File: config.mk
export PLATFORM = sky130hd
export DESIGN_NAME = tick_serializer
export DESIGN_NICKNAME = d
export VERILOG_FILES = /design/src/rtl/tick_serializer_pkg.sv /design/src/rtl/tick_serializer.sv
export SDC_FILE = /design/constraint.sdc
export NUM_CORES = 1
export LEC_CHECK = 0
export CAP_MARGIN = 20
export CORE_MARGIN = 4
export CORE_UTILIZATION = 35
export DETAILED_ROUTE_END_ITERATION = 16
export GPL_TIMING_DRIVEN = 0
export PLACE_DENSITY = 0.66
export SYNTH_ARGS = -nofsm -noshare
export SYNTH_HDL_FRONTEND = slang
export SYNTH_SLANG_ARGS = --single-unit
File: constraint.sdc
create_clock -name clk -period 2.5 [get_ports clk]
set_clock_uncertainty 0.2 [all_clocks]
set_input_delay 0.5 -clock clk [delete_from_list [all_inputs] [get_ports clk]]
set_output_delay 0.5 -clock clk [all_outputs]
set_load 0.005 [all_outputs]
File: src/rtl/tick_serializer_pkg.sv
// Shared types and helpers for the tick-paced serial frame transmitter.
// Provides the FSM state encoding, the frame-length helper and the parity function.
package tick_serializer_pkg;

  localparam int unsigned STATE_W    = 3;
  localparam int unsigned MAX_DATA_W = 16;

  typedef enum logic [STATE_W-1:0] {
    ST_IDLE   = 3'd0,
    ST_ARM    = 3'd1,
    ST_START  = 3'd2,
    ST_DATA   = 3'd3,
    ST_PARITY = 3'd4,
    ST_STOP   = 3'd5
  } state_t;

  // Frame length in tick intervals: start + data + optional parity + stop bits.
  function automatic int unsigned frame_len(input int unsigned data_w,
                                            input int unsigned parity_en,
                                            input int unsigned stop_bits);
    return 1 + data_w + parity_en + stop_bits;
  endfunction

  // Frame length for the default configuration (8 data, parity, 1 stop).
  localparam int unsigned FRAME_LEN_DEFAULT = frame_len(8, 1, 1);

  // Parity over a zero-extended word; odd=1 inverts to give odd parity.
  function automatic logic par(input logic [MAX_DATA_W-1:0] word, input logic odd);
    return (^word) ^ odd;
  endfunction

endpackage

File: src/rtl/tick_serializer.sv
// Tick-paced parallel-to-serial frame transmitter with UART-style framing.
// Ports:
//   clk      - system clock, rising edge
//   reset    - asynchronous active-low reset
//   tick     - one-cycle bit-rate strobe; each serial bit lasts one tick interval
//   in_data  - word to transmit (DATA_W bits)
//   in_valid - in_data valid
//   in_ready - block can accept a word (combinational from state)
//   tx       - registered serial line, idles high
//   busy     - frame in progress (combinational from state)
//   done     - registered one-cycle pulse when the final stop bit ends
module tick_serializer
  import tick_serializer_pkg::*;
#(
  parameter int unsigned DATA_W     = 8,
  parameter int unsigned PARITY_EN  = 1,
  parameter int unsigned PARITY_ODD = 0,
  parameter int unsigned STOP_BITS  = 1
) (
  input  logic              clk,
  input  logic              reset,
  input  logic              tick,
  input  logic [DATA_W-1:0] in_data,
  input  logic              in_valid,
  output logic              in_ready,
  output logic              tx,
  output logic              busy,
  output logic              done
);

  localparam int unsigned CNT_W = $clog2(DATA_W + 1);

  state_t              state_q, state_d;
  logic                tx_q, tx_d;
  logic                done_q, done_d;
  logic [DATA_W-1:0]   shift_q, shift_d;
  logic [CNT_W-1:0]    cnt_q, cnt_d;
  logic                par_q, par_d;

  // State and datapath registers.
  always_ff @(posedge clk or negedge reset) begin
    if (!reset) begin
      state_q <= ST_IDLE;
      tx_q    <= 1'b1;
      done_q  <= 1'b0;
      shift_q <= '0;
      cnt_q   <= '0;
      par_q   <= 1'b0;
    end else begin
      state_q <= state_d;
      tx_q    <= tx_d;
      done_q  <= done_d;
      shift_q <= shift_d;
      cnt_q   <= cnt_d;
      par_q   <= par_d;
    end
  end

  // Next-state and next-output logic. tx is loaded on the tick edge that enters
  // a bit, so each state's dwell time is exactly the bit it drives on the line.
  // cnt_q counts data bits in START/DATA and is reused as the stop-bit counter.
  always_comb begin
    state_d = state_q;
    tx_d    = tx_q;
    done_d  = 1'b0;
    shift_d = shift_q;
    cnt_d   = cnt_q;
    par_d   = par_q;

    unique case (state_q)
      ST_IDLE: begin
        tx_d = 1'b1;
        if (in_valid) begin
          shift_d = in_data;
          cnt_d   = '0;
          par_d   = par(MAX_DATA_W'(in_data), 1'(PARITY_ODD));
          state_d = ST_ARM;
        end
      end

      // Align the start bit to a tick so it lasts a full interval.
      ST_ARM: begin
        if (tick) begin
          tx_d    = 1'b0;
          state_d = ST_START;
        end
      end

      ST_START: begin
        if (tick) begin
          tx_d    = shift_q[0];
          shift_d = shift_q >> 1;
          cnt_d   = cnt_q + CNT_W'(1);
          state_d = ST_DATA;
        end
      end

      ST_DATA: begin
        if (tick) begin
          if (cnt_q == CNT_W'(DATA_W)) begin
            cnt_d = '0;
            if (PARITY_EN != 0) begin
              tx_d    = par_q;
              state_d = ST_PARITY;
            end else begin
              tx_d    = 1'b1;
              state_d = ST_STOP;
            end
          end else begin
            tx_d    = shift_q[0];
            shift_d = shift_q >> 1;
            cnt_d   = cnt_q + CNT_W'(1);
          end
        end
      end

      ST_PARITY: begin
        if (tick) begin
          tx_d    = 1'b1;
          state_d = ST_STOP;
        end
      end

      ST_STOP: begin
        if (tick) begin
          if (cnt_q == CNT_W'(STOP_BITS - 1)) begin
            state_d = ST_IDLE;
            done_d  = 1'b1;
          end else begin
            cnt_d = cnt_q + CNT_W'(1);
          end
        end
      end

      default: begin
        state_d = ST_IDLE;
        tx_d    = 1'b1;
      end
    endcase
  end

  assign in_ready = (state_q == ST_IDLE);
  assign busy     = (state_q != ST_IDLE);
  assign tx       = tx_q;
  assign done     = done_q;

endmodule

==> images/zoom.png <==
Scale bar: 10 um. Region (25, 0) to (65, 40) um. Cells in grey, sequential cells in the stronger grey; small squares are vias.
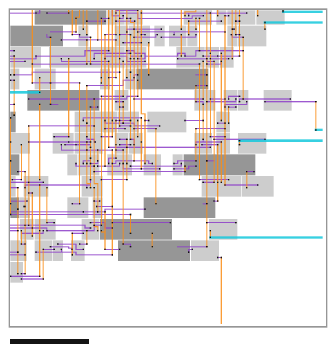
layer	colour
met1	purple
met3	cyan
met2	orange
sequential cells in the window	8
cells with their middle in the window	70
netlist names of flops here include	state_q (3), cnt_q (2)
most frequent	dfrtp_1 (8), clkdlybuf4s50_1 (6), inv_1 (5)

==> images/met1.png <==
Scale bar: 20 um. Supply wires on this layer in grey.
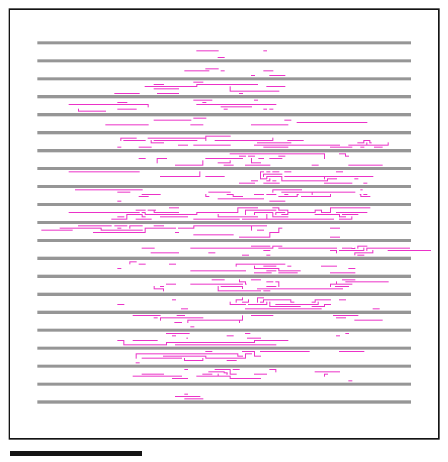
longest straight run	15.4 um
nets with wire on the layer	116
share of all routed wire	47%
wire length on this layer	1000 um

==> images/final_congestion.png <==
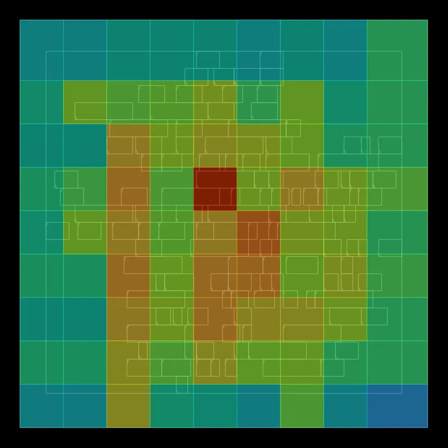
WL/cell: 12.88 um
met3 usage: 0.01906
GRT Total Usage: 0.1195

==> notes.md <==
fresh numbers from the pnr run: Slew HR 0.4393, Starting Density 0.3671, CTS buffer count 3, reg-to-reg slack, setup about 400 ps, fin. max-slew vios 0, Nets around 140, Yosys chip area 1130 um^2, Core Rows 20, aoi share 0.1517, crit-path max FO 10, post-layout period usage 0.9620, total power around 1.6 mW, P_leak roughly 0.56 nW, Cells after Synth around 100, Synth Flop Type dfrtp_1, Worst Path Arrival 1700 ps, Root Buffer clkbuf_4, Finished Core Util 0.4439, OpenROAD warnings 27, pre-CTS WS 100.6 ps, post-synthesis cell area about 1100 um^2, Int Pwr 0.9761 mW, PD cells between 1000 and 1500 nW/um^2, worst r2r path cells 6, Synth logic family multiplexers, syn_area_per_cell between 10 and 15 um^2, Synth cell types 39, final critical-path required period roughly 2400 ps, Die H roughly 65 um, DRT Wirelength about 2100 um, Hold Buf Count CTS 0, top cells by area dfrtp_1, mux2_2, xnor2_1, iteration tally of the first detailed-router pass 4, Synth Seq Share 0.3998, Die ar. ~4200 um^2, clock share of power 0.099, outcome finished, final reports clean, initial antenna violation count 0, Synth flops 18, clock buffer depth 2, Fin Setup TNS 0 ps, syn nets 117, Setup Viol. Count Final 0, Yosys top cell by area dfrtp_1, yosys xor share 0.05426, Non-Filler Instances 166, H-tree depth 1, Post-synth EDFFs 0, Post-DP Area approximately 1300 um^2, Die Wd 64.82 um, post-synthesis adder-cell area fraction 0.02215, reg2reg end shift_q[2]$_DFFE_PN0P_, Worst Max-Slew Pin Slew about 840 ps, mux frac, synth 0.1717, Worst Setup Path Type reg2out, port bufs 15, largest net degree at the start of global routing 19, DP Wirelength about 1600 um, placed insts ~160, post-route ant nets 0, Switching Fraction 0.3764, Syn. warnings 0, Sw Pwr 0.5891 mW, Combinational Power Share 0.573, most frequent cells in the layout dfrtp_1, mux2_2, clkdlybuf4s50_1, xnor2_1, inv_1, asr flop ratio synth 1.000, Req. time, crit path around 1800 ps, I/O pin cnt 16, n_diodes 0, fmax slightly above 400 MHz, most frequent logic cell in the layout dfrtp_1, Hold Slack 303.4 ps, clk latency late pin 300 ps, reg-to-reg startpoint cnt_q[0]$_DFFE_PN0P_, worst hold-check path type reg2reg, Final WS setup approximately 95 ps, vias per cell between 4 and 5, final instance area about 1400 um^2, grt ovf 0, vias 804, CTS sink count 18, area share of the largest cell type after synthesis 0.3765, vias in the first global route 895, and+or+nand+nor area frac 0.1550, cell count in the Yosys report 103, Critical Path End in_ready, First DRT Iteration DRCs 36, Max VDD drop about 350 uV, part of the power in registers 0.328, RSZ-0062 raised after global routing false, global-route wire length before repair 3946 um, Worst setup EP type primary output, min-delay src par_q$_DFFE_PN0P_, origin of the worst setup path state_q[1]$_DFFE_PN0P_, Layout area overhead 20.93%, CTS tree done, drt drc 0, CORE AREA slightly above 3000 um^2, placer congestion estimate 0.7473
==> images/met3.png <==
Scale bar: 20 um. Cells faint in the background.
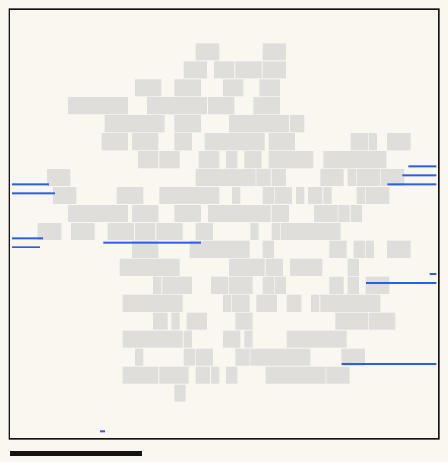
nets with wire on the layer	11
wire length on this layer	75.5 um
longest straight run	14.5 um
share of all routed wire	3.5%

==> images/gate_families.png <==
Scale bar: 20 um.
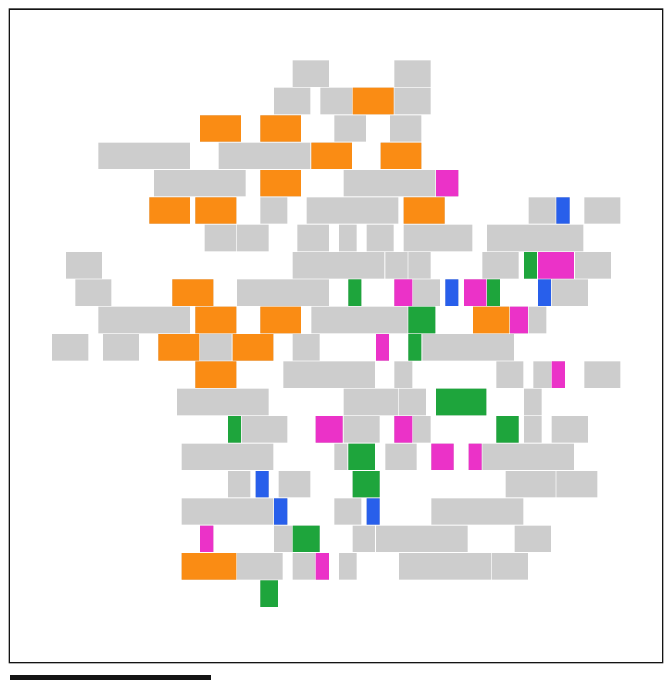
family	colour	cells
inverters	blue	6
NAND gates	green	12
multiplexers	orange	17
NOR gates	magenta	13

routing by layer:
metal  track usage  vias up  part of all wire
met4       0.06332        0             0.013
met2        0.2031       12              0.48
li1              -      410                 -
met1        0.1438      380              0.47
met5             0        -                 0
met3       0.01906        2             0.035
synthesized netlist by cell type, drive strengths merged (2+ instances only):
cell type / number
a21oi: 2
buf: 4
dfrtp: 17
ha: 2
inv: 6
mux2: 16
nand2: 5
nand2b: 2
nand3b: 4
nor2: 6
nor2b: 2
nor3: 4
o21ai: 5
o22ai: 3
xnor2: 7
what timing repair did:
item | CTS | global route
setup endpoints to repair | 1 | 0
setup buffers | 0 | 0
resized | 1 | 0
flip-flops by register name, indices dropped and copies added (netlist names):
register,flops
shift_q,8
tx,1
par_q,1
state_q,3
done,1
cnt_q,4
power by group through the flow:
stage          combinational [mW]  clock [mW]  sequential, mW
3_5_place_dp                0.900           0           0.519
4_1_cts                     0.906       0.162           0.513
6_report                    0.896       0.155           0.513
2_1_floorplan               0.718           0           0.497
3_3_place_gp                0.871           0           0.511
5_1_grt                     0.994       0.173           0.533
worst min-delay path by stage:
stage / end / slack (ps) / depth (start not counted)
CTS: par_q$_DFFE_PN0P_ / 310 / 2
floorplan: cnt_q[0]$_DFFE_PN0P_ / 4 / 0
detailed placement: par_q$_DFFE_PN0P_ / 280 / 2
global placement: par_q$_DFFE_PN0P_ / 270 / 2
finish: par_q$_DFFE_PN0P_ / 300 / 2
global route: shift_q[2]$_DFFE_PN0P_ / 330 / 1
critical path, stage by stage (launching register included):
cell	delay, ps
dfrtp_1	450
buf_4	200
nor3_2	220
clkdlybuf4s50_1	540
area by class of cell:
cell class	count	area [um^2]
multi-input combinational	75	631.9
sequential	18	451.7
fill	307	1712
timing repair buffer	15	150.1
inverter	6	22.52
tap	44	55.05
clock buffer	4	26.28
buffer	4	28.78
Power is estimated from default activity; no workload was simulated.
